Run 1, wiring by layer:
Bar = 20 um. Only two layers are drawn.
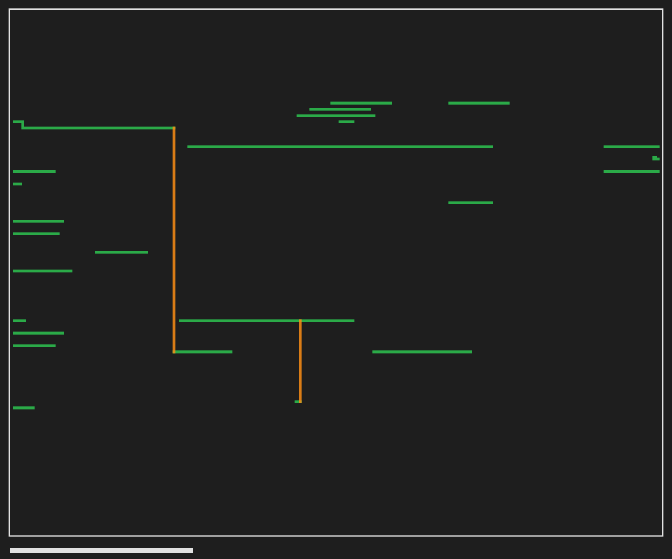
Run 1, routing congestion map:
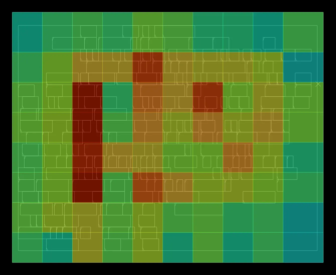
Run 1, a small window of the routed layout:
Bar = 5 um. Region (43, 33) to (63, 53) um. Cells in gray, sequential cells in the stronger gray; small squares are vias.
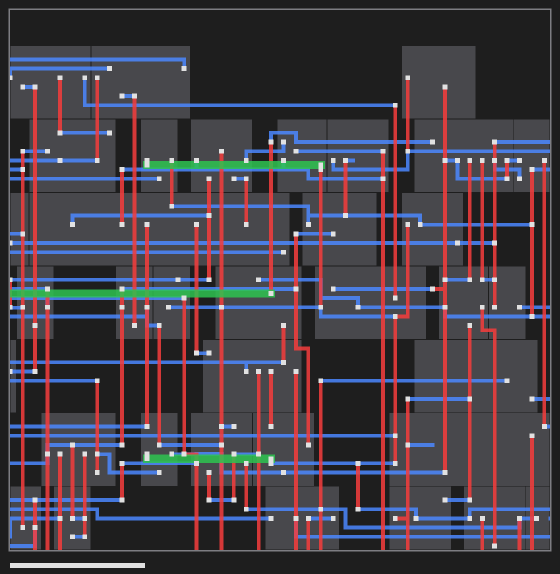
### config.mk
export PLATFORM = sky130hd
export DESIGN_NAME = alu_seq_flat
export DESIGN_NICKNAME = d
export VERILOG_FILES = /design/src/rtl/alu_seq_if.sv /design/src/rtl/alu_seq.sv /design/src/flat_wrapper.sv
export SDC_FILE = /design/constraint.sdc
export NUM_CORES = 1
export LEC_CHECK = 0
export ABC_AREA = 0
export CAP_MARGIN = 20
export CORE_ASPECT_RATIO = 0.8
export CORE_UTILIZATION = 45
export CTS_BUF_LIST = sky130_fd_sc_hd__clkbuf_4 sky130_fd_sc_hd__clkbuf_8
export CTS_CLUSTER_DIAMETER = 60
export CTS_CLUSTER_SIZE = 14
export DETAILED_ROUTE_END_ITERATION = 7
export PLACE_DENSITY = 0.77
export SYNTH_ARGS = -nofsm -noshare
export SYNTH_HDL_FRONTEND = slang
export SYNTH_SLANG_ARGS = --single-unit
### constraint.sdc
create_clock -name clk -period 2.42 [get_ports clk]
set_clock_uncertainty 0.05 [all_clocks]
set_input_delay 0.484 -clock clk [delete_from_list [all_inputs] [get_ports clk]]
set_output_delay 0.484 -clock clk [all_outputs]
set_load 0.02 [all_outputs]
### src/rtl/alu_seq_if.sv
// alu_seq_if: operand entry, button and result/status bundle for alu_seq.
//   sw[3:0]    operand value, two's complement   (master -> slave)
//   op[2:0]    operation select                  (master -> slave)
//   btn        raw push button, active-high      (master -> slave)
//   out[3:0]   registered result                 (slave -> master)
//   carry      carry (add) / no-borrow (sub)     (slave -> master)
//   overflow   signed overflow                   (slave -> master)
//   zero       result is zero                    (slave -> master)
//   valid      fresh result displayed            (slave -> master)
//   state[1:0] current FSM state code            (slave -> master)
interface alu_seq_if;
    logic [3:0] sw;
    logic [2:0] op;
    logic       btn;
    logic [3:0] out;
    logic       carry;
    logic       overflow;
    logic       zero;
    logic       valid;
    logic [1:0] state;

    modport master (
        output sw, op, btn,
        input  out, carry, overflow, zero, valid, state
    );

    modport slave (
        input  sw, op, btn,
        output out, carry, overflow, zero, valid, state
    );
endinterface

### src/rtl/alu_seq.sv
// alu_seq: sequential 4-bit two's-complement ALU. Operand A then B are
// entered on the switches, each accepted on a debounced button press; the
// selected operation then executes for one cycle and the result and flags
// are held for the display stage until the next execution.
//   clk  system clock
//   rst  synchronous, active-high reset
//   bus  alu_seq_if.slave: sw/op/btn in, out/carry/overflow/zero/valid/state out
module alu_seq #(
    parameter int unsigned DEBOUNCE_CYCLES = 16
) (
    input  logic       clk,
    input  logic       rst,
    alu_seq_if.slave   bus
);
    localparam int unsigned CW = $clog2(DEBOUNCE_CYCLES + 1);
    localparam logic [CW-1:0] DB_LAST = CW'(DEBOUNCE_CYCLES - 1);

    typedef enum logic [1:0] {
        LOAD_A = 2'b00,
        LOAD_B = 2'b01,
        EXEC   = 2'b10,
        SHOW   = 2'b11
    } state_e;

    state_e        state_q, state_d;
    logic          sync1_q, sync2_q;
    logic          stable_q, stable_d_q;
    logic [CW-1:0] cnt_q;
    logic          step;

    logic [3:0]    a_q, b_q, out_q;
    logic          carry_q, ovf_q, zero_q;
    logic [3:0]    res_out;
    logic          res_c, res_v;
    logic [4:0]    sum5, diff5;

    // Button synchronizer and debouncer.
    always_ff @(posedge clk) begin
        if (rst) begin
            sync1_q    <= 1'b0;
            sync2_q    <= 1'b0;
            stable_q   <= 1'b0;
            stable_d_q <= 1'b0;
            cnt_q      <= '0;
        end else begin
            sync1_q    <= bus.btn;
            sync2_q    <= sync1_q;
            stable_d_q <= stable_q;
            if (sync2_q != stable_q) begin
                // The increment that would reach DEBOUNCE_CYCLES accepts the level instead.
                if (cnt_q == DB_LAST) begin
                    stable_q <= sync2_q;
                    cnt_q    <= '0;
                end else begin
                    cnt_q <= cnt_q + CW'(1);
                end
            end else begin
                cnt_q <= '0;
            end
        end
    end

    assign step = stable_q & ~stable_d_q;

    // FSM state register.
    always_ff @(posedge clk) begin
        if (rst) state_q <= LOAD_A;
        else     state_q <= state_d;
    end

    // FSM next state; a step during EXEC is dropped, not queued.
    always_comb begin
        state_d = state_q;
        unique case (state_q)
            LOAD_A: if (step) state_d = LOAD_B;
            LOAD_B: if (step) state_d = EXEC;
            EXEC:             state_d = SHOW;
            SHOW:   if (step) state_d = LOAD_A;
            default:          state_d = LOAD_A;
        endcase
    end

    // FSM outputs.
    always_comb begin
        bus.valid = (state_q == SHOW);
        bus.state = state_q;
    end

    // Combinational ALU on the latched operands.
    always_comb begin
        sum5    = {1'b0, a_q} + {1'b0, b_q};
        diff5   = {1'b0, a_q} + {1'b0, ~b_q} + 5'd1;
        res_out = '0;
        res_c   = 1'b0;
        res_v   = 1'b0;
        case (bus.op)
            3'b000: begin
                res_out = sum5[3:0];
                res_c   = sum5[4];
                res_v   = (a_q[3] == b_q[3]) && (sum5[3] != a_q[3]);
            end
            3'b001: begin
                res_out = diff5[3:0];
                res_c   = diff5[4];
                res_v   = (a_q[3] != b_q[3]) && (diff5[3] != a_q[3]);
            end
            3'b010:  res_out = ~a_q;
            3'b011:  res_out = a_q & b_q;
            3'b100:  res_out = a_q | b_q;
            3'b101:  res_out = a_q ^ b_q;
            3'b110:  res_out = {3'b000, ($signed(a_q) < $signed(b_q))};
            default: res_out = {3'b000, (a_q == b_q)};
        endcase
    end

    // Operand and result registers.
    always_ff @(posedge clk) begin
        if (rst) begin
            a_q     <= '0;
            b_q     <= '0;
            out_q   <= '0;
            carry_q <= 1'b0;
            ovf_q   <= 1'b0;
            zero_q  <= 1'b1;
        end else begin
            if (state_q == LOAD_A && step) a_q <= bus.sw;
            if (state_q == LOAD_B && step) b_q <= bus.sw;
            if (state_q == EXEC) begin
                out_q   <= res_out;
                carry_q <= res_c;
                ovf_q   <= res_v;
                zero_q  <= (res_out == '0);
            end
        end
    end

    assign bus.out      = out_q;
    assign bus.carry    = carry_q;
    assign bus.overflow = ovf_q;
    assign bus.zero     = zero_q;
endmodule

### src/flat_wrapper.sv
// flat-port wrapper written by rule: the top's interface ports become plain ports
module alu_seq_flat 
#(
    parameter int unsigned DEBOUNCE_CYCLES = 16
)
  (clk, rst, bus_sw, bus_op, bus_btn, bus_out, bus_carry, bus_overflow, bus_zero, bus_valid, bus_state);
  alu_seq_if bus_i ();
  input  logic clk;
  input  logic rst;
  input wire logic [$bits(bus_i.sw)-1:0] bus_sw;
  input wire logic [$bits(bus_i.op)-1:0] bus_op;
  input wire logic [$bits(bus_i.btn)-1:0] bus_btn;
  output wire logic [$bits(bus_i.out)-1:0] bus_out;
  output wire logic [$bits(bus_i.carry)-1:0] bus_carry;
  output wire logic [$bits(bus_i.overflow)-1:0] bus_overflow;
  output wire logic [$bits(bus_i.zero)-1:0] bus_zero;
  output wire logic [$bits(bus_i.valid)-1:0] bus_valid;
  output wire logic [$bits(bus_i.state)-1:0] bus_state;
  assign bus_i.sw = bus_sw;
  assign bus_i.op = bus_op;
  assign bus_i.btn = bus_btn;
  assign bus_out = bus_i.out;
  assign bus_carry = bus_i.carry;
  assign bus_overflow = bus_i.overflow;
  assign bus_zero = bus_i.zero;
  assign bus_valid = bus_i.valid;
  assign bus_state = bus_i.state;
  alu_seq #(.DEBOUNCE_CYCLES(DEBOUNCE_CYCLES)) u_core (.clk(clk), .rst(rst), .bus(bus_i));
endmodule
==> run notes, run 1 <==
Notes on the physical design

The run finished, with violations left. The final reports fail on design-rule violations. The internal power summed over all cells is 0.730 mW.

The worst register-to-register path begins at u_core.a_q[2]$_SDFFE_PP0P_. The final route contains 1366 vias. The flop-to-flop setup slack is 0.26 ns. The largest fanout on the critical path is 6. In this run the number of H-tree levels came out at 1.

Once layout is complete, the cells apart from fillers number 258. The net load switching power is 0.245 mW. In the CTS report, the clock slew at the register clock pins of the worst setup and hold paths is listed as 0.09 ns. The fraction of synthesized area in multiplexers is 4.70%. Setup repair after global routing left no endpoint under its margin.

The type of origin of the critical path is a flop. The number of storage elements in the synthesis netlist is 26. The number of warning messages in the logs is 38.

The number of port buffers is 19. The register with the highest flop count is u_core.cnt_q. The net count after synthesis is 227. The chip height is 57.4 um. The worst setup path is captured at a flop. The transition at the pin with the smallest max-transition slack is 0.626 ns.

The share of cells above drive strength 1 is 10.6%. Yosys mapped a number of flops with a built-in enable equal to 0. The post-layout period usage of the worst path is 89.4%. Per the detail_route report, DRC violations left total 1.

Yosys shows that the main logic family after synthesis is AND-OR/OR-AND gates. The combinational cell fraction of total power is 16.8%. Compared with the post-synthesis result, the final layout area differs by 16.3%. The critical path start-end classification is flop to flop. The count of nets left with antenna violations once routing finished came out at 0.

The end point of the most critical hold path is u_core.cnt_q[0]$_SDFF_PP0_. The switching power share of the total is 25.1%. Per the timing report, the most critical flop-to-flop path finishes at u_core.bus.zero$_SDFFE_PP1P_. The final layout reports a setup TNS of 0 ns.

Once detailed placement completed, the half-perimeter wirelength came to 2.61 mm. The count of antenna diodes in the layout is 0. STA on the placed design reports a worst setup slack of 0.168 ns.

The number of CTS-inserted buffers is 3. The ratio of routed vias to standard cells is 5.29. The clock passes through at most 2 buffers. The number of cells traversed by the worst hold path is 1. In this run the most critical hold path is launched from u_core.cnt_q[0]$_SDFF_PP0_. The number of nets in the final layout is 248. After synthesis, the chip area reported by Yosys is 1730 um2. The synthesized netlist contains 44 unique library cells. The number of placed cells counting well taps is 254.

The worst slew slack as a fraction of its limit is 58.2%. Before placement the cells fill 48.8% of the core. The count of buffers added by post-CTS timing repair for setup is 0. The count of boundary I/O pins is 20. In the global route stage, overall resource usage came out at 18.3%.

The wire length of the first global-routing pass is 5.84 mm.
Back to the opening pictures, 'wiring by layer':
layer	color	wire length
met4	orange	33.3 um
met3	green	173 um

Back to the opening pictures, 'routing congestion map':
post-route core utilization: 56.8%
met3 track demand over resource: 3.36%
met2 usage in global routing: 28.0%

Back to the opening pictures, 'a small window of the routed layout':
layer	color
met2	red
met1	blue
met3	green
sequential cells in the window	0
most frequent	nor2_1 (4), nand2b_1 (4)
cells with their middle in the window	31

## run 1: synth_stat cells, types with 2 or more instances
| master | n | area share (%) |
|---|---|---|
| sky130_fd_sc_hd__nor2b_1 | 5 | 1.8 |
| sky130_fd_sc_hd__nor2_1 | 21 | 4.6 |
| sky130_fd_sc_hd__ha_1 | 19 | 14 |
| sky130_fd_sc_hd__nor3_1 | 5 | 1.4 |
| sky130_fd_sc_hd__nand2b_1 | 4 | 1.4 |
| sky130_fd_sc_hd__clkbuf_8 | 2 | 1.6 |
| sky130_fd_sc_hd__nand4_1 | 2 | 0.72 |
| sky130_fd_sc_hd__inv_1 | 17 | 3.7 |
| sky130_fd_sc_hd__a21oi_1 | 18 | 5.2 |
| sky130_fd_sc_hd__dfxtp_1 | 26 | 30 |
| sky130_fd_sc_hd__nand2_1 | 14 | 3.0 |
| sky130_fd_sc_hd__a21o_1 | 2 | 0.87 |
| sky130_fd_sc_hd__o221ai_1 | 2 | 1.0 |
| sky130_fd_sc_hd__mux2i_1 | 7 | 4.1 |
| sky130_fd_sc_hd__nand3_1 | 11 | 3.2 |
| sky130_fd_sc_hd__fa_1 | 2 | 2.3 |
| sky130_fd_sc_hd__buf_6 | 3 | 2.0 |
| sky130_fd_sc_hd__clkbuf_1 | 3 | 0.65 |
| sky130_fd_sc_hd__o211a_1 | 2 | 1.2 |
| sky130_fd_sc_hd__a21oi_2 | 2 | 1.0 |
| sky130_fd_sc_hd__xor2_1 | 3 | 1.5 |
| sky130_fd_sc_hd__o211ai_1 | 2 | 0.87 |
| sky130_fd_sc_hd__xnor2_1 | 3 | 1.5 |
## run 1: critical path, cell delays in order, from the launching register on
cell and delay (ns):
sky130_fd_sc_hd__dfxtp_1 0.41, sky130_fd_sc_hd__inv_1 0.06, sky130_fd_sc_hd__ha_1 0.46, sky130_fd_sc_hd__inv_4 0.07
sky130_fd_sc_hd__a21oi_1 0.31, sky130_fd_sc_hd__mux2i_1 0.26, sky130_fd_sc_hd__o221ai_2 0.14, sky130_fd_sc_hd__o41ai_2 0.33
## run 1: through the flow
| step | total power, mW | hold WS [ns] | util, % | cell area (um2) |
|---|---|---|---|---|
| after floorplan | 0.565 | 0.364 | - | 1730 |
| after detailed placement | 0.620 | 0.397 | 54.8 | 1940 |
| after global routing | 1.02 | 0.423 | 56.8 | 2010 |
| after CTS | 0.983 | 0.411 | 56.8 | 2010 |
| after global placement | 0.615 | 0.367 | 54.8 | 1940 |
| final | 0.975 | 0.405 | 56.8 | 2010 |
## run 1: routing by layer
layer,wire (um),vias up,share of wire (%)
met5,0,-,0
met4,33,0,0.97
met3,173,4,5.1
met2,1440,36,42
met1,1750,618,52
li1,-,708,-
## run 1: power groups by stage
stage | clock network [mW] | registers, mW | logic [mW]
after floorplan | 0 | 0.467 | 0.0975
after global placement | 0 | 0.458 | 0.157
after detailed placement | 0 | 0.458 | 0.162
after CTS | 0.370 | 0.448 | 0.164
after global routing | 0.386 | 0.450 | 0.180
final | 0.364 | 0.448 | 0.164
## run 1: cell type report
cell class	instances	area (um2)
clock inverters	1	30.0
flip-flops and latches	26	520
fillers	338	1530
well taps	42	52.6
inverters	18	70.1
clock buffers	3	41.3
multi-input cells	142	1050
repair buffers	26	243
==> run 2, diff against run 1 <==
- CTS_CLUSTER_SIZE: 14 -> unset
- PLACE_DENSITY: 0.77 -> 0.8
- clock period: 2.42 -> 1.8 ns (I/O delays scaled with it)
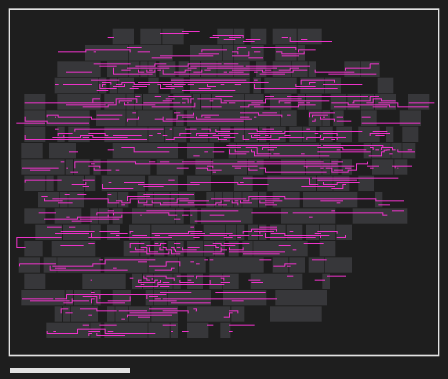
Run 2: signal wires on met1
Bar = 20 um.
wire length on this layer	1900 um
share of all routed wire	46%
longest straight run	33.6 um

==> run notes, run 2 <==
Notes on the physical design

The count of library flops with an enable pin is 0. The post-layout period usage of the worst path is 108%. The largest fanout on the critical path is 3. Detailed routing inserted a total of 1553 vias. The endpoint type of the worst setup path is a flop. The largest individual stage delay along the critical path comes from the cell sky130_fd_sc_hd__dfxtp_4. Per the finish-stage timing summary, setup violations number 5.

The number of nets in the final layout is 279. The switching power share of the total is 24.6%. Looking at the clock tree report, the H-tree level count equals 1. The main area contributors are sky130_fd_sc_hd__dfxtp_1, sky130_fd_sc_hd__ha_1, sky130_fd_sc_hd__a21oi_1. The total DRC errors in the routed layout is 1. The share of the core filled with cells in the final layout is 67.3%. The number of CTS-inserted buffers is 3. Detailed placement finished with a half-perimeter wire length of 2.85 mm. Setup repair after global routing could not meet its margin everywhere. The post-detailed-route count of antenna-violating nets is 0. The multi-input gate area in the final layout is 1170 um2. The chip height is 57.4 um. 0 antenna diodes ended up in the layout.

Of the post-synthesis cell area, the dominant cell type holds 30.1%. The share of cells above drive strength 1 is 30.8%. The area growth from synthesis to layout is 37.8%. The effective utilization at floorplan is 48.8%. The synthesis stats list as the most numerous cell sky130_fd_sc_hd__dfxtp_1. At floorplan, the net count of the design was reported as 227. The layout has 262 filler cells. For this run, the slowest stage of the critical path takes 0.37 ns. The total area of sequential cells is 536 um2. Ranked by flip-flop count, first place goes to u_core.cnt_q.

Listed in order, past its start point the critical path passes inv_4, ha_4, inv_2, fa_2, buf_4, nor2_4, xnor2_2, o221ai_2, o41ai_2. The script logs the ratio of routed vias to standard cells as 5.37. Sorting the Yosys area breakdown by cell type puts at the top sky130_fd_sc_hd__dfxtp_1.

The final worst setup slack is -0.143 ns. The final reports fail on design-rule violations, negative setup slack. The number of different library cells in the post-synthesis netlist is 44. The count of boundary I/O pins is 20. The power report attributes to the combinational group a share of 18.1%.

The critical path start-end classification is flop to flop. The flow ran to the end, but the final reports show violations.
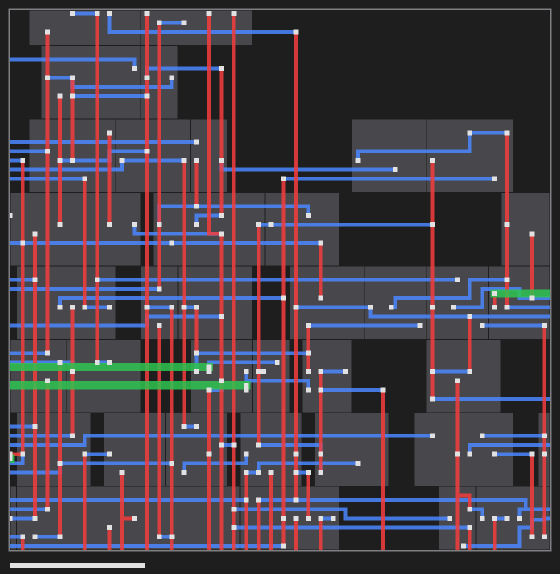
Run 2: a small window of the routed layout
Bar = 5 um. Region (43, 33) to (63, 53) um. Cells in gray, sequential cells in the stronger gray; small squares are vias.
layer	color
met1	blue
met3	green
met2	red
most frequent	buf_4 (10)
sequential cells in the window	0
cells with their middle in the window	33

run 2: netlist changes by cell type in the layout (fill, tap and decap cells not counted), sizes merged:
cell,delta
clkdlybuf4s50,-1
buf,+31
dlygate4sd2,+1
run 2: cells by family after synthesis:
group / after synthesis / share of synthesized area [%]
adders and majority gates: 21 / 16.1
AOI/OAI and AO/OA: 40 / 18.7
xor gates and xnor gates: 6 / 3.04
muxes: 8 / 4.70
and+or+nand+nor: 67 / 18.5
DFF: 26 / 30.1
buffers and inverters: 28 / 8.97
run 2: critical path, delay by kind of cell (launching register included):
family	cells	cell delay [ns]
fa+ha+maj	2	0.50
compound gates	2	0.42
flops	1	0.37
buf+inv	3	0.26
simple gates	1	0.12
xor+xnor	1	0.12
run 2: through the flow:
stage / TNS (ns) / std cells / hold WS, ns / power (mW) / instance area [um2]
after floorplan: -0.0418 / 196 / 0.364 / 0.759 / 1750
after global placement: -0.729 / 280 / 0.368 / 0.840 / 2160
after detailed placement: -0.923 / 280 / 0.393 / 0.845 / 2160
after CTS: -0.433 / 286 / 0.410 / 1.31 / 2310
after global routing: -0.967 / 289 / 0.416 / 1.37 / 2380
final: -0.484 / 289 / 0.407 / 1.31 / 2380
run 2: layer usage:
metal | wire [um] | track usage [%] | vias to the layer above
li1 | - | - | 771
met1 | 1900 | 30.7 | 706
met2 | 1880 | 33.3 | 68
met3 | 263 | 2.65 | 8
met4 | 46 | 5.43 | 0
met5 | 0 | 0 | -
run 2: layout make-up:
cell class | instances | area share (%)
timing repair buffer | 57 | 20.2
inverter | 18 | 3.15
sequential | 26 | 22.5
clock inverter | 1 | 1.26
multi-input combinational | 142 | 49.0
clock buffer | 3 | 1.73
tap | 42 | 2.20
run 2: path summary, 6_finish.rpt:
kind / startpoint / to / slack [ns] / cells after the start
max: u_core.a_q[0]$_SDFFE_PP0P_ / u_core.bus.zero$_SDFFE_PP1P_ / -0.14 / 9
min: u_core.sync1_q$_SDFF_PP0_ / u_core.sync2_q$_SDFF_PP0_ / 0.41 / 1
max reg2reg: u_core.a_q[0]$_SDFFE_PP0P_ / u_core.bus.zero$_SDFFE_PP1P_ / -0.14 / 9
min reg2reg: u_core.sync1_q$_SDFF_PP0_ / u_core.sync2_q$_SDFF_PP0_ / 0.41 / 1
run 2: repair_timing:
item                       4_1_cts  5_1_grt
gates resized                   23       10
pin swaps                       13       14
buffers inserted                 2        3
setup endpoints to repair        8        7
run 2: power groups by stage:
| stage | Clock, mW | Combinational, mW | Sequential [mW] |
|---|---|---|---|
| floorplan | 0 | 0.131 | 0.628 |
| global placement | 0 | 0.225 | 0.615 |
| detailed placement | 0 | 0.229 | 0.616 |
| global route | 0.507 | 0.260 | 0.600 |
| CTS | 0.485 | 0.232 | 0.597 |
| finish | 0.475 | 0.237 | 0.597 |
Power is estimated from default activity; no workload was simulated.
